<file path="config.mk">
export PLATFORM = sky130hd
export DESIGN_NAME = mem_unit
export DESIGN_NICKNAME = d
export VERILOG_FILES = /design/src/rtl/mem_unit.sv
export SDC_FILE = /design/constraint.sdc
export NUM_CORES = 1
export LEC_CHECK = 0
export ABC_AREA = 1
export CORE_UTILIZATION = 54
export DETAILED_ROUTE_END_ITERATION = 10
export PLACE_DENSITY = 0.86
export SYNTH_ARGS = -nofsm -noshare
export SYNTH_HDL_FRONTEND = slang
export SYNTH_SLANG_ARGS = --single-unit
</file>
<file path="constraint.sdc">
create_clock -name clk -period 4.6 [get_ports clk]
set_clock_uncertainty 0.15 [all_clocks]
set_input_delay 0.46 -clock clk [delete_from_list [all_inputs] [get_ports clk]]
set_output_delay 0.46 -clock clk [all_outputs]
set_load 0.01 [all_outputs]
</file>
<file path="src/rtl/mem_unit.sv">
// Memory-side responder: holds the MAR and turns byte or word requests into one or
// two 8-bit external bus transfers. The pipeline is stalled through stop until the access completes.
module mem_unit #(
  parameter int unsigned BUS_TIMEOUT = 0,
  parameter logic [15:0] MAR_RESET   = 16'h0000
) (
  input  logic        clk,
  input  logic        a_rst,
  input  logic        mar_wr,
  input  logic [15:0] addr_in,
  input  logic        mem_rq,
  input  logic        mem_rq_cmd,
  input  logic        mem_rq_width,
  input  logic [15:0] wdata,
  output logic        stop,
  output logic [15:0] rdata,
  output logic        rdata_valid,
  output logic        bus_err,
  output logic [15:0] bus_addr,
  output logic [7:0]  bus_dout,
  input  logic [7:0]  bus_din,
  output logic        bus_rd,
  output logic        bus_wr,
  input  logic        bus_ready
);

  localparam int unsigned CW = (BUS_TIMEOUT < 2) ? 1 : $clog2(BUS_TIMEOUT + 1);
  localparam logic [CW-1:0] TO_LAST = (BUS_TIMEOUT == 0) ? '0 : CW'(BUS_TIMEOUT - 1);

  typedef enum logic [1:0] {IDLE, LO, HI, DONE} state_t;

  state_t        state, state_nx;
  logic [15:0]   mar;
  logic [15:0]   acc_addr;
  logic [15:0]   wdata_q;
  logic          cmd_q;
  logic          width_q;
  logic [CW-1:0] cnt;
  logic          accept;
  logic          abort;
  logic          timeout_hit;

  assign timeout_hit = (BUS_TIMEOUT != 0) && (cnt == TO_LAST);

  // Every output below depends only on registered state, so nothing the requester
  // gates with stop can loop back into stop.
  always_comb begin
    state_nx    = state;
    stop        = 1'b0;
    bus_rd      = 1'b0;
    bus_wr      = 1'b0;
    bus_addr    = mar;
    bus_dout    = '0;
    rdata_valid = 1'b0;
    accept      = 1'b0;
    abort       = 1'b0;
    unique case (state)
      IDLE: begin
        if (mem_rq) begin
          accept   = 1'b1;
          state_nx = LO;
        end
      end
      LO: begin
        stop     = 1'b1;
        bus_addr = acc_addr;
        bus_rd   = ~cmd_q;
        bus_wr   = cmd_q;
        bus_dout = wdata_q[7:0];
        if (bus_ready) begin
          state_nx = width_q ? HI : DONE;
        end else if (timeout_hit) begin
          abort    = 1'b1;
          state_nx = DONE;
        end
      end
      HI: begin
        stop     = 1'b1;
        bus_addr = acc_addr + 16'd1;
        bus_rd   = ~cmd_q;
        bus_wr   = cmd_q;
        bus_dout = wdata_q[15:8];
        if (bus_ready) begin
          state_nx = DONE;
        end else if (timeout_hit) begin
          abort    = 1'b1;
          state_nx = DONE;
        end
      end
      DONE: begin
        rdata_valid = 1'b1;
        if (mem_rq) begin
          accept   = 1'b1;
          state_nx = LO;
        end else begin
          state_nx = IDLE;
        end
      end
      default: state_nx = IDLE;
    endcase
  end

  always_ff @(posedge clk or negedge a_rst) begin
    if (!a_rst) begin
      state <= IDLE;
    end else begin
      state <= state_nx;
    end
  end

  always_ff @(posedge clk or negedge a_rst) begin
    if (!a_rst) begin
      mar      <= MAR_RESET;
      acc_addr <= MAR_RESET;
      wdata_q  <= '0;
      cmd_q    <= 1'b0;
      width_q  <= 1'b0;
      rdata    <= '0;
      bus_err  <= 1'b0;
      cnt      <= '0;
    end else begin
      bus_err <= abort;
      if (mar_wr && ((state == IDLE) || (state == DONE))) begin
        mar <= addr_in;
      end
      // A same-cycle MAR load bypasses straight into the access address.
      if (accept) begin
        acc_addr <= mar_wr ? addr_in : mar;
        cmd_q    <= mem_rq_cmd;
        width_q  <= mem_rq_width;
        wdata_q  <= wdata;
      end
      if (abort) begin
        rdata <= '1;
      end else if (bus_ready && !cmd_q) begin
        if (state == LO) begin
          rdata <= width_q ? {rdata[15:8], bus_din} : {8'h00, bus_din};
        end else if (state == HI) begin
          rdata[15:8] <= bus_din;
        end
      end
      // LO->HI only happens on a ready cycle, so clearing on ready covers entry to HI.
      if ((BUS_TIMEOUT != 0) && stop && !bus_ready) begin
        cnt <= cnt + CW'(1);
      end else begin
        cnt <= '0;
      end
    end
  end

endmodule

</file>
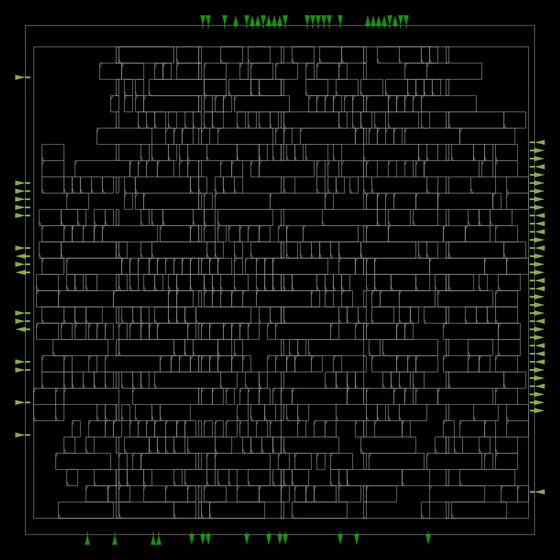
**Above:** placed standard cells.
Seq/total area: 35.2%
post-layout util: 74.0%
row count: 29
fill cell count: 491
number of tap cells added at floorplan: 77

==> qor.log <==
[yosys] number of cells in Yosys stat 494
[yosys] yosys synthesis warning count 0
[power_and_ir_drop] switching pwr 1.65 mW
[min_path] type of the most critical hold path input pin to async pin
[cts] level count of the clock H-tree 3
[power_and_ir_drop] switching share of total power 43.3%
[layout] share of layout cells above drive strength 1 8.48%
[detailed_routing] TritonRoute pass-1 iters 6
[layout] Antenna diodes 0
[layout] area fraction of clock buffers and clock inverters 4.48%
[yosys] synthesized instance count 494
[yosys] Synth mux share 2.41%
[floorplanning] number of placed I/O pins 92
[global_routing] pin count of the biggest net entering global routing 69
[cts] CTS tree built
[layout] final non-filler cell area 4830 sq um
[cts] buffers from clock root to sink, at most 2
[layout] clock buffer count 11
[job] # Max-Cap Violations 0
[status] result of the run completed
[yosys] netlist area before placement 3740 sq um
[cts] source-to-sink clock delay at the later pin of the worst-skew pair 0.35 ns
[place] # port buffers 90
[critical_path] critical path type flop to primary output
[power_and_ir_drop] standby leakage power 2.27 nW
[yosys] main logic family after synthesis simple AND/OR/NAND/NOR gates
[layout] fraction of area in multi-input gates 35.0%
[global_routing] most heavily used metal layer in global routing met2
[power_and_ir_drop] Sequential Power 1.12 mW
[layout] Buffers excl. clock 95
[global_routing] global-route usage over all layers 28.0%
[layout] sequential cell count 68
[place] gpl congestion 0.904
[detailed_routing] routed wl met2 4640 um
[power_and_ir_drop] reported combinational group power 2.15 mW
[floorplanning] Die Height 85.2 um
[power_and_ir_drop] share of total power in the clock network 14.3%
[timing] Post-Route Setup TNS 0 ns
[place] placed cell area 4610 sq um
[power_and_ir_drop] maximum vdd ir drop 0.486 mV
[yosys] number of enable flip-flop cells 0
[place] placed instance count 639
[power_and_ir_drop] PnR Total Power 3.82 mW
[detailed_routing] post-detailed-route count of antenna-violating nets 0
[yosys] most numerous cell types in the synthesized netlist sky130_fd_sc_hd__nand2_1 (159), sky130_fd_sc_hd__dfrtp_1 (68), sky130_fd_sc_hd__a21oi_1 (49), sky130_fd_sc_hd__inv_1 (49), sky130_fd_sc_hd__o21ai_0 (42)
[detailed_routing] vias per std cell 5.45
[cts] master cell of the clock root buffer sky130_fd_sc_hd__clkbuf_8
[detailed_routing] uppermost layer routed met4
[critical_path] top cell family by delay on the critical path buffers and inverters
[global_routing] GRT met1 Usage 37.0%
[floorplanning] die width 85.2 um
[power_and_ir_drop] P per Cell Area 791 nW/um^2
[timing] Min Hold Slack 0.158 ns
[cts] number of buffers inserted to repair setup after CTS 0
[job] total tool warning count 29
[timing] post-route setup slack 0.772 ns
[timing] headroom to the max-slew limit 33.8%
[layout] most used logic cell in the final layout sky130_fd_sc_hd__nand2_1
[critical_path] CP required 3.99 ns
[layout] Finished Layout Cells 655
[cts] total of cells resized after clock tree synthesis 0
[power_and_ir_drop] internal cell power 2.17 mW
[cts] total CTS buffers 9
[critical_path] highest net fanout along the worst path 30
[power_and_ir_drop] sequential group share of total power 29.4%
[timing] post-route minimum period 3.83 ns
[layout] commonest cells after routing, fill and taps aside sky130_fd_sc_hd__nand2_1 (159), sky130_fd_sc_hd__clkdlybuf4s50_1 (89), sky130_fd_sc_hd__dfrtp_1 (68)
[power_and_ir_drop] biggest power consumer among the groups combinational logic
[floorplanning] core box area 6530 sq um
[global_routing] GR Layer Usage met2 46.2%
[global_routing] Congestion Overflow GR 0
[critical_path] Crit path buffers/inverters 3
[yosys] most area-hungry cell type in the Yosys netlist sky130_fd_sc_hd__dfrtp_1
[cts] hold-fix buffer count after cts 0
[layout] number of logic gates 348
[critical_path] type of destination of the critical path primary output
[yosys] synthesized netlist net count 546
[layout] Inverters, non-clock 51
[yosys] fraction of synthesis flops using an asynchronous set or reset pin 100%
[detailed_routing] detailed router's first-iteration violation count 265
[place] placement-stage worst setup slack 1.20 ns
[layout] Leading cell kind sequential cells
[global_routing] antenna violations before repair 0
[critical_path] data arrival time of the critical path 3.22 ns
[cts] clock slew at reported path FFs 0.07 ns
[global_routing] number of global-route vias before repair 3407
[critical_path] CP cell instances inv_1, ha_1, inv_1, a21oi_1, nand2_1, nand2_1, clkdlybuf4s50_1
[yosys] compound-gate portion of the synthesized area 15.8%
[place] placed wire-length estimate after detailed placement 6380 um
[layout] area growth from synthesis to final layout 29.3%
[timing] Max Slew Vio Count 0
[yosys] Post-synth regs 68
[timing] total count of hold-check failures in the final report 0
[cts] clock sink count 68
[detailed_routing] length of routed met3 wiring 690 um
[yosys] simple-gate portion of the synthesized area 25.3%
[power_and_ir_drop] Gate power share 56.3%
[critical_path] Slowest Stage Delay on Critical Path 0.74 ns
[layout] area occupied by multi-input gates 1690 sq um
[detailed_routing] # DRC 0
[layout] Flop area 1700 sq um
[timing] f_max 261 MHz
[yosys] yosys-reported design area after synthesis 3740 sq um
[layout] Nets 625
[timing] endpoints failing setup 0
[yosys] yosys xor share 0%
[yosys] most used flip-flop cell sky130_fd_sc_hd__dfrtp_1
[yosys] Cell area leaders sky130_fd_sc_hd__dfrtp_1 (46%), sky130_fd_sc_hd__nand2_1 (16%), sky130_fd_sc_hd__a21oi_1 (6.6%)
[timing] RSZ-0062 raised after global routing false
[yosys] proportion of synthesized chip area in sequential cells 45.5%
[floorplanning] Total Die Area 7260 sq um
[detailed_routing] Post-Route M1 WL 4090 um
[yosys] library cell with the highest instance count after synthesis sky130_fd_sc_hd__nand2_1
[yosys] fraction of the mapped netlist area in adder cells 1.67%
[global_routing] first-pass GRT wire length 15800 um
[yosys] synthesized area per cell 7.56 sq um
[detailed_routing] routed len/inst 14.7 um
[timing] Tcrit/Tclk final 83.2%
[yosys] Dominant cell area share 45.5%
[floorplanning] Pre-Place Util 57.2%
[layout] Non-clock buffers, area share 19.3%
[critical_path] slowest library cell on the worst path sky130_fd_sc_hd__ha_1
[timing] transition time of the tightest slew-check pin 0.992 ns
[critical_path] launching element type of the critical path flop
[power_and_ir_drop] Clk. pwr 0.548 mW
[yosys] Distinct cells, synth 28
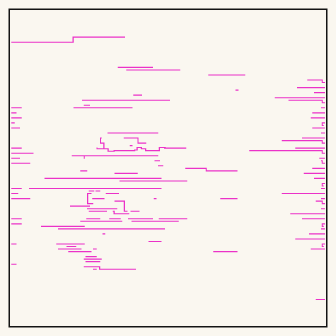
**Above:** M3 wires.
longest straight run	35.4 um
main direction	horizontal
wire length on this layer	690 um
final routed wirelength across all metal layers: 9620 um
global routing met3 resource utilization: 4.77%
number of vias in the routed layout: 3571

## kinds of logic after synthesis
| group | Yosys count |
|---|---|
| buf+inv | 78 |
| fa+ha+maj | 5 |
| compound gates | 108 |
| flops | 68 |
| mux | 8 |
| other cells | 1 |
| simple gates | 226 |
## final timing paths
path,startpoint,cells past startpoint,slack [ns],endpoint
max,state[1]$_DFFE_PN0P_,7,0.77,bus_addr[14]
min in group clk,wdata_q[14]$_DFFE_PN0P_,2,0.33,wdata_q[14]$_DFFE_PN0P_
max reg2reg,state[0]$_DFFE_PN0P_,5,1.10,mar[8]$_DFFE_PN0P_
min,a_rst,2,0.16,rdata[5]$_DFFE_PN0P_
min reg2reg,wdata_q[14]$_DFFE_PN0P_,2,0.33,wdata_q[14]$_DFFE_PN0P_
max in group asynchronous,a_rst,2,3.60,mar[15]$_DFFE_PN0P_
Power is estimated from default activity; no workload was simulated.
